Fig. 1: metal layers overlaid
(1 px per um)
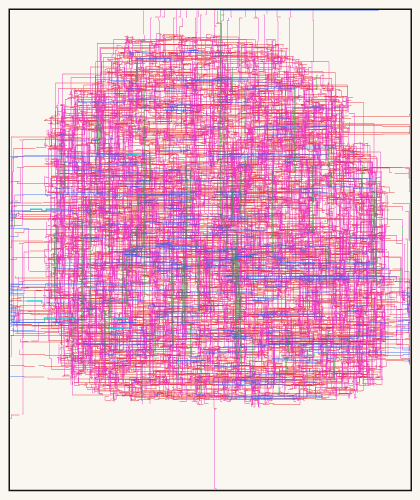
Fig. 2: M4 wires
(1 px per um) Supply wires on this layer in gray.
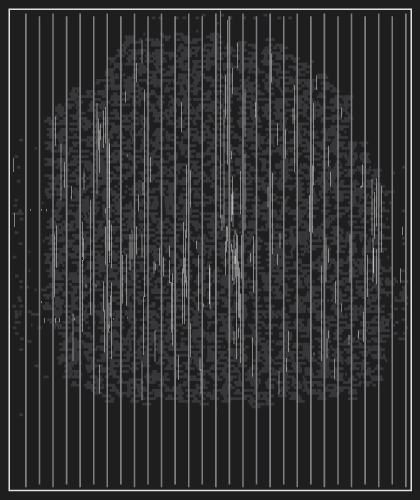
Fig. 3: local utilization
20 x 24 tiles, from white (low) to dark blue (high), 0 to 100% covered.
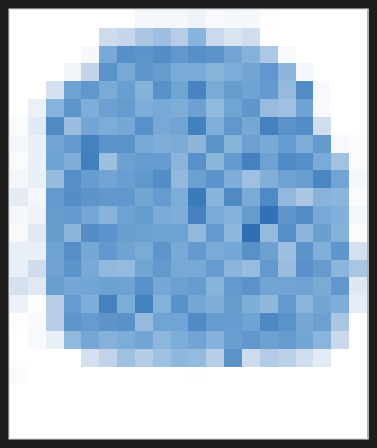
Fig. 4: where the registers sit
(1 px per um)
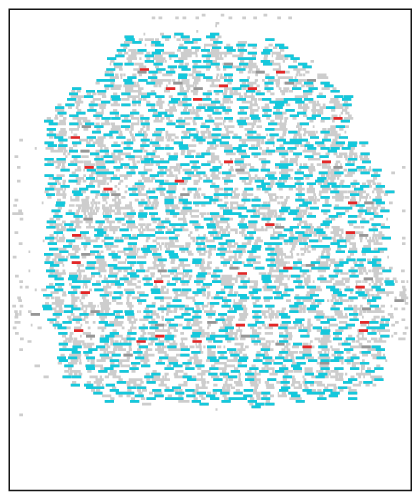
==> config.mk <==
export PLATFORM = sky130hd
export DESIGN_NAME = reg_file_reader
export DESIGN_NICKNAME = d
export VERILOG_FILES = /design/src/rtl/reg_file_pkg.sv /design/src/rtl/reg_file_rd_port.sv /design/src/rtl/reg_file_reader.sv
export SDC_FILE = /design/constraint.sdc
export NUM_CORES = 2
export LEC_CHECK = 0
export ABC_CLOCK_PERIOD_IN_PS = 44000
export CAP_MARGIN = 25
export CORE_ASPECT_RATIO = 1.2
export CORE_MARGIN = 2
export CORE_UTILIZATION = 30
export DETAILED_ROUTE_END_ITERATION = 6
export PLACE_DENSITY_LB_ADDON = 0.3
export SETUP_SLACK_MARGIN = 0.2
export SLEW_MARGIN = 30
export SYNTH_ARGS = -nofsm -noshare
export SYNTH_HDL_FRONTEND = slang
export SYNTH_SLANG_ARGS = --single-unit
==> constraint.sdc <==
create_clock -name clock -period 44 [get_ports clock]
set_clock_uncertainty 0.2 [all_clocks]
set_input_delay 4.4 -clock clock [delete_from_list [all_inputs] [get_ports clock]]
set_output_delay 4.4 -clock clock [all_outputs]
set_load 0.01 [all_outputs]
==> flow_summary.toml <==
# flow metrics
[critical_path]
buf_inv_stages_crit_path = 2
cp_common_cell = "sky130_fd_sc_hd__clkdlybuf4s50_1"
worst_path_max_delay_cell = "sky130_fd_sc_hd__clkdlybuf4s50_1"

[synthesis]
count_of_flip_flops_with_a_built_in_enable_after_synthesis = 0
synth.mux.area_fraction_pct = 39.3
synth_cell_types = 50
seq_cells_post_synth = 1090
netlist_instances = 3900
synth.yosys.seq_area_share_pct = 48.2
dominantRegCellSynth = "sky130_fd_sc_hd__dfrtp_1"
yosys-top-cells-area = "sky130_fd_sc_hd__dfrtp_1, sky130_fd_sc_hd__mux2_2, sky130_fd_sc_hd__mux4_2"

[final_layout]
clock_buffer_cells = 202
largest_register_ff_count = 1024
nNonClkBuffers = 220

[drt]
ant_nets = 0

[global_routing]
met2_usage_pct = 32.2

[power_and_ir_drop]
p_int_w = 0.00218
combinationalPower_w = 0.000546
max-vdd-ir-drop_mv = 0.0413

[die]
fp.dieArea_um2 = 192000

[cts]
post_cts_resized = 0

[run_status]
outcome = "complete, no violations"

[timing]
worstMarginPinSlew_ps = 1080
timing.fmax_mhz = 97.3
About Fig. 1:
- met3: blue (wire length 14700 um)
- met4: green (wire length 5800 um)
- met2: magenta (wire length 91.6 mm)
- met5: cyan (wire length 123 um)
- met1: red (wire length 88.9 mm)
post-DR wirelength/cell: 31.5 um
overall track demand over capacity in global routing: 20.7%
Routed WL: 201000 um

About Fig. 2:
- nets with wire on the layer: 78
- main direction: vertical
- longest straight run: 207 um
- share of all routed wire: 2.9%
via count: 37000

About Fig. 3:
- mean over tiles: 32%
- emptiest ninth of the die: south-west
- fullest tile: 75%
initial standard-cell utilization of the core: 30.2%
fraction of the core area covered by cells at the end of the flow: 34.2%
area of the placeable core: 187000 um2

About Fig. 4:
- u_port_b.data_o: red (sequential cells 32)
- regs_q: cyan (sequential cells 1024)
- not colored: 34
Sequential Area: 27300 um2
share of the final layout cell area in sequential cells: 42.6%

